==> config.mk <==
export PLATFORM = sky130hd
export DESIGN_NAME = cdb_arbiter
export DESIGN_NICKNAME = d
export VERILOG_FILES = /design/src/rtl/cdb_arbiter.sv
export SDC_FILE = /design/constraint.sdc
export NUM_CORES = 1
export LEC_CHECK = 0
export ABC_AREA = 1
export CAP_MARGIN = 30
export CORE_MARGIN = 3
export CORE_UTILIZATION = 42
export DETAILED_ROUTE_END_ITERATION = 16
export GPL_TIMING_DRIVEN = 0
export PLACE_DENSITY_LB_ADDON = 0.1
export SYNTH_ARGS = -nofsm -noshare
export SYNTH_HDL_FRONTEND = slang
export SYNTH_SLANG_ARGS = --single-unit
==> constraint.sdc <==
create_clock -name clk -period 2.3 [get_ports clk]
set_clock_uncertainty 0.1 [all_clocks]
set_input_delay 0.23 -clock clk [delete_from_list [all_inputs] [get_ports clk]]
set_output_delay 0.23 -clock clk [all_outputs]
set_load 0.03 [all_outputs]
==> src/rtl/cdb_arbiter.sv <==
// Round-robin arbiter for the common data bus: one FU result granted per cycle,
// broadcast from a register one cycle later, with a saturating contention counter.
module cdb_arbiter #(
    parameter int N_REQ  = 4,
    parameter int TAG_W  = 4,
    parameter int DATA_W = 32,
    parameter int CNT_W  = 16,
    localparam int SRC_W = (N_REQ > 1) ? $clog2(N_REQ) : 1
) (
    input  logic                    clk,
    input  logic                    reset,
    input  logic                    flush,
    input  logic [N_REQ-1:0]        req_valid,
    input  logic [N_REQ*TAG_W-1:0]  req_tag,
    input  logic [N_REQ*DATA_W-1:0] req_data,
    output logic [N_REQ-1:0]        req_ready,
    output logic                    cdb_valid,
    output logic [TAG_W-1:0]        cdb_tag,
    output logic [DATA_W-1:0]       cdb_data,
    output logic [SRC_W-1:0]        cdb_src,
    output logic [CNT_W-1:0]        conflict_cnt
);

    logic [SRC_W-1:0]  rr_ptr_q,       rr_ptr_d;
    logic              cdb_valid_q,    cdb_valid_d;
    logic [TAG_W-1:0]  cdb_tag_q,      cdb_tag_d;
    logic [DATA_W-1:0] cdb_data_q,     cdb_data_d;
    logic [SRC_W-1:0]  cdb_src_q,      cdb_src_d;
    logic [CNT_W-1:0]  conflict_cnt_q, conflict_cnt_d;

    logic              grant_vld;
    logic [SRC_W-1:0]  grant_idx;
    logic              multi_req;

    // Walk offsets from farthest to nearest so the requester closest to rr_ptr wins.
    always_comb begin
        int idx;
        idx       = 0;
        grant_vld = 1'b0;
        grant_idx = '0;
        req_ready = '0;
        if (reset && !flush) begin
            for (int j = N_REQ - 1; j >= 0; j--) begin
                idx = int'(rr_ptr_q) + j;
                if (idx >= N_REQ) idx = idx - N_REQ;
                if (req_valid[idx] == 1'b1) begin
                    grant_vld = 1'b1;
                    grant_idx = SRC_W'(idx);
                end
            end
            if (grant_vld) req_ready[grant_idx] = 1'b1;
        end
    end

    always_comb begin
        int n_valid;
        n_valid = 0;
        for (int i = 0; i < N_REQ; i++) begin
            if (req_valid[i] == 1'b1) n_valid = n_valid + 1;
        end
        multi_req = (n_valid >= 2);
    end

    always_comb begin
        rr_ptr_d       = rr_ptr_q;
        cdb_valid_d    = 1'b0;
        cdb_tag_d      = cdb_tag_q;
        cdb_data_d     = cdb_data_q;
        cdb_src_d      = cdb_src_q;
        conflict_cnt_d = conflict_cnt_q;
        if (flush) begin
            rr_ptr_d = '0;
        end else begin
            if (multi_req && (conflict_cnt_q != {CNT_W{1'b1}}))
                conflict_cnt_d = conflict_cnt_q + 1'b1;
            if (grant_vld) begin
                cdb_valid_d = 1'b1;
                cdb_tag_d   = req_tag[int'(grant_idx)*TAG_W +: TAG_W];
                cdb_data_d  = req_data[int'(grant_idx)*DATA_W +: DATA_W];
                cdb_src_d   = grant_idx;
                rr_ptr_d    = (int'(grant_idx) == N_REQ - 1) ? '0 : grant_idx + 1'b1;
            end
        end
    end

    always_ff @(posedge clk) begin
        if (!reset) begin
            rr_ptr_q       <= '0;
            cdb_valid_q    <= 1'b0;
            cdb_tag_q      <= '0;
            cdb_data_q     <= '0;
            cdb_src_q      <= '0;
            conflict_cnt_q <= '0;
        end else begin
            rr_ptr_q       <= rr_ptr_d;
            cdb_valid_q    <= cdb_valid_d;
            cdb_tag_q      <= cdb_tag_d;
            cdb_data_q     <= cdb_data_d;
            cdb_src_q      <= cdb_src_d;
            conflict_cnt_q <= conflict_cnt_d;
        end
    end

    assign cdb_valid    = cdb_valid_q;
    assign cdb_tag      = cdb_tag_q;
    assign cdb_data     = cdb_data_q;
    assign cdb_src      = cdb_src_q;
    assign conflict_cnt = conflict_cnt_q;

endmodule
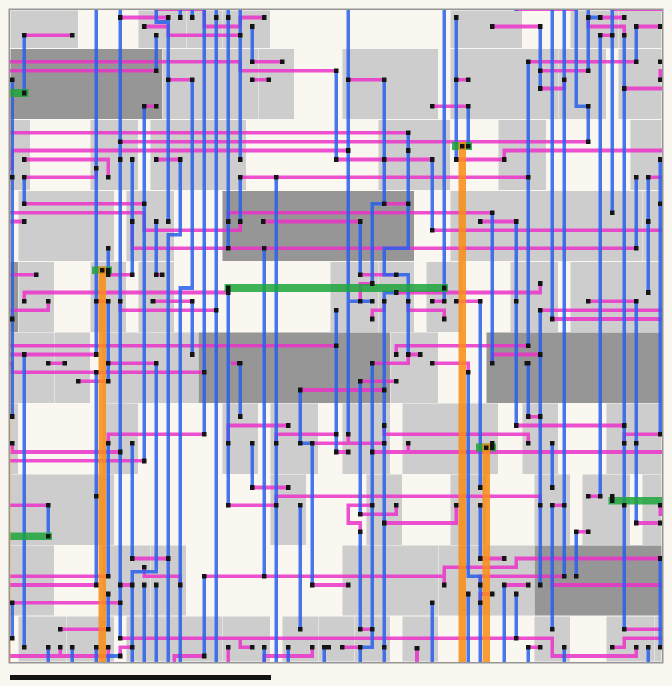
**Above:** run 1 (close-up of the layout).
The bar under the picture is 10 um long. Window x 42 to 67, y 20 to 45 um. Cells in grey, sequential cells in the stronger grey; small squares are vias.
met2 -> blue
met4 -> orange
met1 -> magenta
met3 -> green
netlist names of flops here include = `cdb_data` (4), `rr_ptr_q` (1)
most frequent = nand2_1 (17), nand3_1 (14), clkdlybuf4s50_1 (9)
sequential cells in the window = 5
cells with their middle in the window = 65

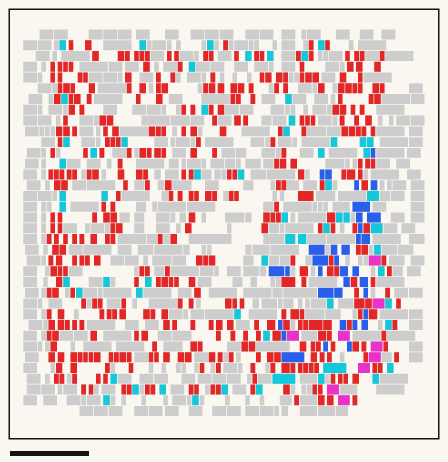
**Above:** run 1 (gate families picked out).
The bar under the picture is 20 um long.
XOR/XNOR gates -> magenta  # cells 9, where bottom right
NAND gates -> red  # cells 406, where widely spread
inverting AOI/OAI gates -> cyan  # cells 61, where widely spread
NOR gates -> blue  # cells 35

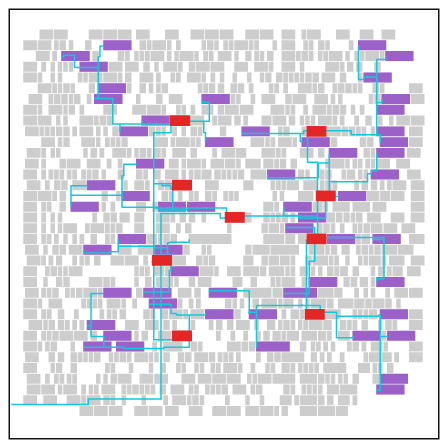
**Above:** run 1 (clock distribution).
cells driving clock nets -> red  # count 9
clock wires -> cyan  # length 876 um
flip-flops -> purple  # count 57
routed clock nets = 10

run 1: Yosys cell counts, types with 3 or more instances:
cell type and n:
clkbuf_1 11, nand2_1 276, buf_2 8, inv_1 173
dfxtp_1 57, o21ai_0 7, nor3_1 9, xnor2_1 4
buf_6 3, nand4_1 3, nand3_1 124, nor2_1 22
xor2_1 5, buf_1 4, buf_4 16, inv_2 4
a21oi_1 50, ha_1 6
run 1: power by group through the flow:
stage | sequential (mW) | clock [mW] | combinational [mW]
floorplan | 1.26 | 0 | 0.449
global placement | 1.13 | 0 | 1.11
detailed placement | 1.13 | 0 | 1.12
CTS | 1.11 | 0.960 | 1.15
global route | 1.11 | 1.01 | 1.31
finish | 1.11 | 0.962 | 1.20
==> run_results.csv, run 1 <==
group,metric,value,unit
final_layout,fillerInstances,885,
setup_path,cp_top_family,"simple AND/OR/NAND/NOR gates",
power_and_ir_drop,power,3.27,mW
final_layout,fin_nets,1183,
synthesis,edf_count,0,
hold_path,hp-start,"req_valid[0]",
timing,rsz0062_at_grt,"true",
final_layout,buffer_area_frac,0.353,
clocking,ctsHoldBuffers,0,
global_routing,use_met1,0.294,
final_layout,finalNonFillerCells,1163,
global_routing,grt_max_degree,20,
placement,pre_cts_ws,-670,ps
global_routing,grt_pass1_vias,4953,
job,warning_count,29,
power_and_ir_drop,p_sw_frac,0.332,
synthesis,synthMuxAreaShare,0,
timing,layout_setup_ws,35.8,ps
setup_path,worstPathArrival,1930,ps
drt,wl_met3,1.22,mm
power_and_ir_drop,vdd_drop_max,234,uV
drt,top_layer_used,"met4",
timing,drv_slew,0,
setup_path,required,1970,ps
hold_path,hold_path_class,"in2reg",
synthesis,top_cells_by_area,"dfxtp_1 26%, nand2_1 24%, inv_1 15%",
placement,placed_cells,1135,
power_and_ir_drop,combPwrFrac,0.367,
synthesis,top_logic_kind,"simple AND/OR/NAND/NOR gates",
final_layout,logic_area,2430,um2
timing,fmax,0.442,GHz
clocking,root_buffer,"clkbuf_8",
drt,routed_via_density,4.70,
drt,drt_iter0_markers,225,
global_routing,grt_usage,0.255,
final_layout,most-common-layout-cells,"269 x nand2_1, 201 x clkdlybuf4s50_1, 168 x inv_1",
hold_path,hold_depth,5,
setup_path,crit_path_cell_trace,"buf_6 -> nand2_2 -> nand3_1 -> nand2_1 -> inv_1 -> nand2_1 -> nand2_1 -> nand2_2 -> buf_6 -> inv_6 -> nand2_4 -> nor2_4 -> buf_6",
die,core,9950,um2
global_routing,grt_use_met3,0.0669,
global_routing,antenna_found_initial,0,
final_layout,areaGrowthSynthToFinish,62.5,%
setup_path,r2r_start,"rr_ptr_q[0]",
clocking,clock.latency.late_pin,340,ps
clocking,cts_tree,"yes",
timing,min_period,2260,ps
drt,wl_met1,5.96,mm
global_routing,overflow,0,
setup_path,critical_path_depth,13,
drt,wl_met2,7.64,mm
setup_path,timing_worst_setup_path_type,"reg2out",
synthesis,ys_cells,793,
power_and_ir_drop,switchingPower,1.08,mW
final_layout,n_all_buffers,264,
run_status,status,"finished, final reports clean",
final_layout,stdcell_area,7130,um2
synthesis,yosys.area.top_type_share,0.260,
drt,drc,0,
placement,gp_congestion,0.922,
synthesis,netlist_instances,793,
die,fp-row-count,36,
synthesis,ys_seq_frac,0.260,
final_layout,seqCellArea,1150,um2
timing,maxSlewHeadroom,0.627,
synthesis,async_flop_share,0,
global_routing,busiest_layer,"met2",
final_layout,comb_area_frac,0.341,
timing,timing.final.crit_share,0.984,
die,io_pins,210,
drt,dr.pass1.iters,5,
clocking,post_cts_buffers,4,
final_layout,clkbuf_count,12,
placement,dp_hpwl,11.4,mm
setup_path,crit_end,"req_ready[0]",
die,die_width,108,um
setup_path,startpoint_type,"register",
synthesis,ys_warn_count,0,
timing,worst_pin_slew,560,ps
setup_path,cp-startpoint,"rr_ptr_q[0]",
clocking,cts_sinks,57,
power_and_ir_drop,seqPwrFrac,0.338,
die,die_area,11700,um2
**Run 1: placed standard cells**

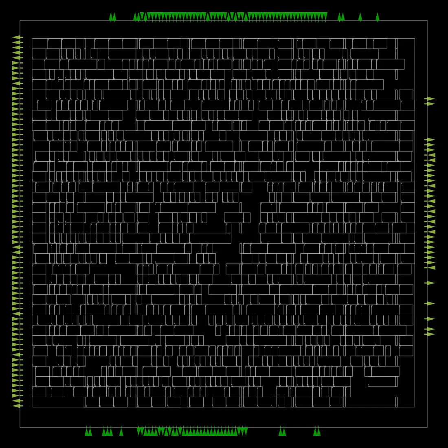

## Run 2: what changed since run 1
Settings changed: CORE_MARGIN 3 to unset.
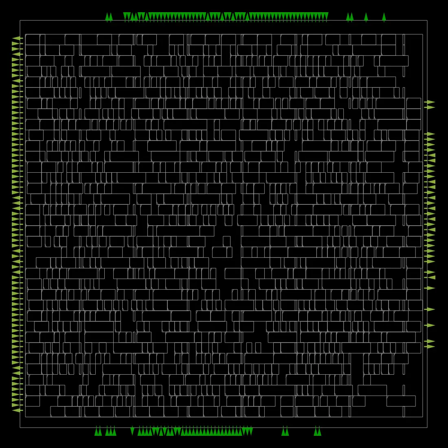
**Above:** run 2 (placed standard cells).
fill cell count: 924
Core Footprint: 9950 um2
fraction of area in registers: 0.159
utilization after layout: 0.722
num rows: 36

==> run_results.csv, run 2 <==
group,metric,value,unit
die,die_width,104,um
setup_path,critical_path_depth,13,
clocking,post_cts_buffers,6,
drt,routed_via_density,4.72,
global_routing,grt_usage,0.281,
setup_path,crit_top_cell,"buf_6",
final_layout,buffer_area_frac,0.347,
synthesis,synth_area_per_cell,5.53,um2
global_routing,grt_use_met3,0.0664,
setup_path,required,1970,ps
die,io_pins,210,
setup_path,reg2reg_to,"cdb_data[4]",
timing,rsz0062_at_grt,"true",
power_and_ir_drop,switchingPower,1.11,mW
drt,wl_met1,5.90,mm
hold_path,hp-start,"cdb_data[6]",
power_and_ir_drop,seqPwrFrac,0.323,
drt,wl_met2,7.58,mm
synthesis,simple_gate_share,0.424,
synthesis,ys_seq_frac,0.260,
hold_path,hold_depth,2,
synthesis,top_logic_kind,"simple AND/OR/NAND/NOR gates",
run_status,status,"complete, but fails checks",
timing,fmax,0.434,GHz
final_layout,most-common-layout-cells,"270 x nand2_1, 202 x clkdlybuf4s50_1, 170 x inv_1",
final_layout,seq_cells,57,
setup_path,startpoint_type,"register",
run_status,violations,"negative setup slack",
setup_path,worstPathArrival,1980,ps
global_routing,busiest_layer,"met2",
global_routing,use_met1,0.317,
synthesis,async_flop_share,0,
setup_path,critPathMaxFanout,6,
timing,maxSlewHeadroom,0.651,
clocking,clock.latency.late_pin,340,ps
setup_path,crit_end,"req_ready[2]",
clocking,ctsHoldBuffers,0,
power_and_ir_drop,combPwrFrac,0.356,
clocking,cts_sinks,57,
timing,drv_slew,0,
final_layout,seqCellArea,1140,um2
final_layout,finalNonFillerCells,1160,
setup_path,timing_worst_setup_path_type,"reg2out",
global_routing,grt_max_degree,20,
synthesis,ys_cells,793,
drt,drc,0,
timing,setup_viol,1,
die,die_area,10900,um2
final_layout,areaGrowthSynthToFinish,63.8,%
synthesis,synthFlopType,"dfxtp_1",
drt,top_layer_used,"met4",
final_layout,fin_nets,1179,
synthesis,yosysMostFrequentCell,"nand2_1",
placement,dp_hpwl,11.1,mm
global_routing,grt_first_pass_wirelength,24.6,mm
drt,drt_iter0_markers,237,
final_layout,clkbuf_count,11,
timing,timing.final.crit_share,1.00,
setup_path,cp-startpoint,"rr_ptr_q[0]",
synthesis,netlist_instances,793,
setup_path,r2r_slack,120,ps
global_routing,overflow,0,
clocking,root_buffer,"clkbuf_8",
synthesis,ys_warn_count,0,
synthesis,top_cells_by_area,"dfxtp_1 26%, nand2_1 24%, inv_1 15%",
power_and_ir_drop,p_leak,3.77,nW
power_and_ir_drop,p_sw_frac,0.324,
synthesis,synthMuxAreaShare,0,
synthesis,edf_count,0,
hold_path,hold_path_class,"reg2reg",
job,warning_count,29,
final_layout,stdcell_area,7190,um2
setup_path,cp_top_family,"buffers and inverters",
global_routing,antenna_found_initial,0,
timing,layout_setup_ws,-6.34,ps
placement,place_area,6650,um2
global_routing,grt_pass1_vias,5051,
final_layout,logic_area,2480,um2
placement,placed_cells,1135,
setup_path,crit_path_cell_trace,"buf_6 -> buf_6 -> o21ai_4 -> nand2_2 -> nand3_2 -> nand2_1 -> nand2_1 -> nand2_2 -> buf_6 -> inv_8 -> nand2_8 -> nor2_4 -> buf_6",
clocking,cts_tree,"yes",
timing,worst_pin_slew,524,ps
placement,gp_congestion,0.941,
setup_path,r2r_start,"rr_ptr_q[0]",
synthesis,yosys.area.top_type_share,0.260,
final_layout,n_all_buffers,260,
power_and_ir_drop,power,3.42,mW
timing,min_period,2310,ps
final_layout,comb_area_frac,0.345,
power_and_ir_drop,vdd_drop_max,265,uV
synthesis,top_cells_by_count,"276 x nand2_1, 173 x inv_1, 124 x nand3_1",
drt,dr.pass1.iters,4,
placement,pre_cts_ws,-691,ps
## run 2: cell count changes in the layout (fill, tap and decap cells not counted), moves of 2 or more
cell	delta
inv_1	+2
buf_6	+2
clkbuf_2	-2
a21oi_2	+5
inv_2	-2
dfxtp_4	-2
buf_4	-6
nor2_2	-2
a21oi_1	-5
## run 2: worst min-delay path, delay by kind of cell, from the launching register on
kind | cells | cell delay [ps]
flops | 1 | 310
simple gates | 2 | 120
## run 2: power by group through the flow
| stage | registers (mW) | logic, mW | clock network (mW) |
|---|---|---|---|
| detailed placement | 1.12 | 1.12 | 0 |
| floorplan | 1.26 | 0.449 | 0 |
| CTS | 1.10 | 1.17 | 1.10 |
| global route | 1.11 | 1.33 | 1.14 |
| finish | 1.11 | 1.22 | 1.09 |
| global placement | 1.12 | 1.11 | 0 |
No activity file was given, so power comes from the tool's default toggle rates.
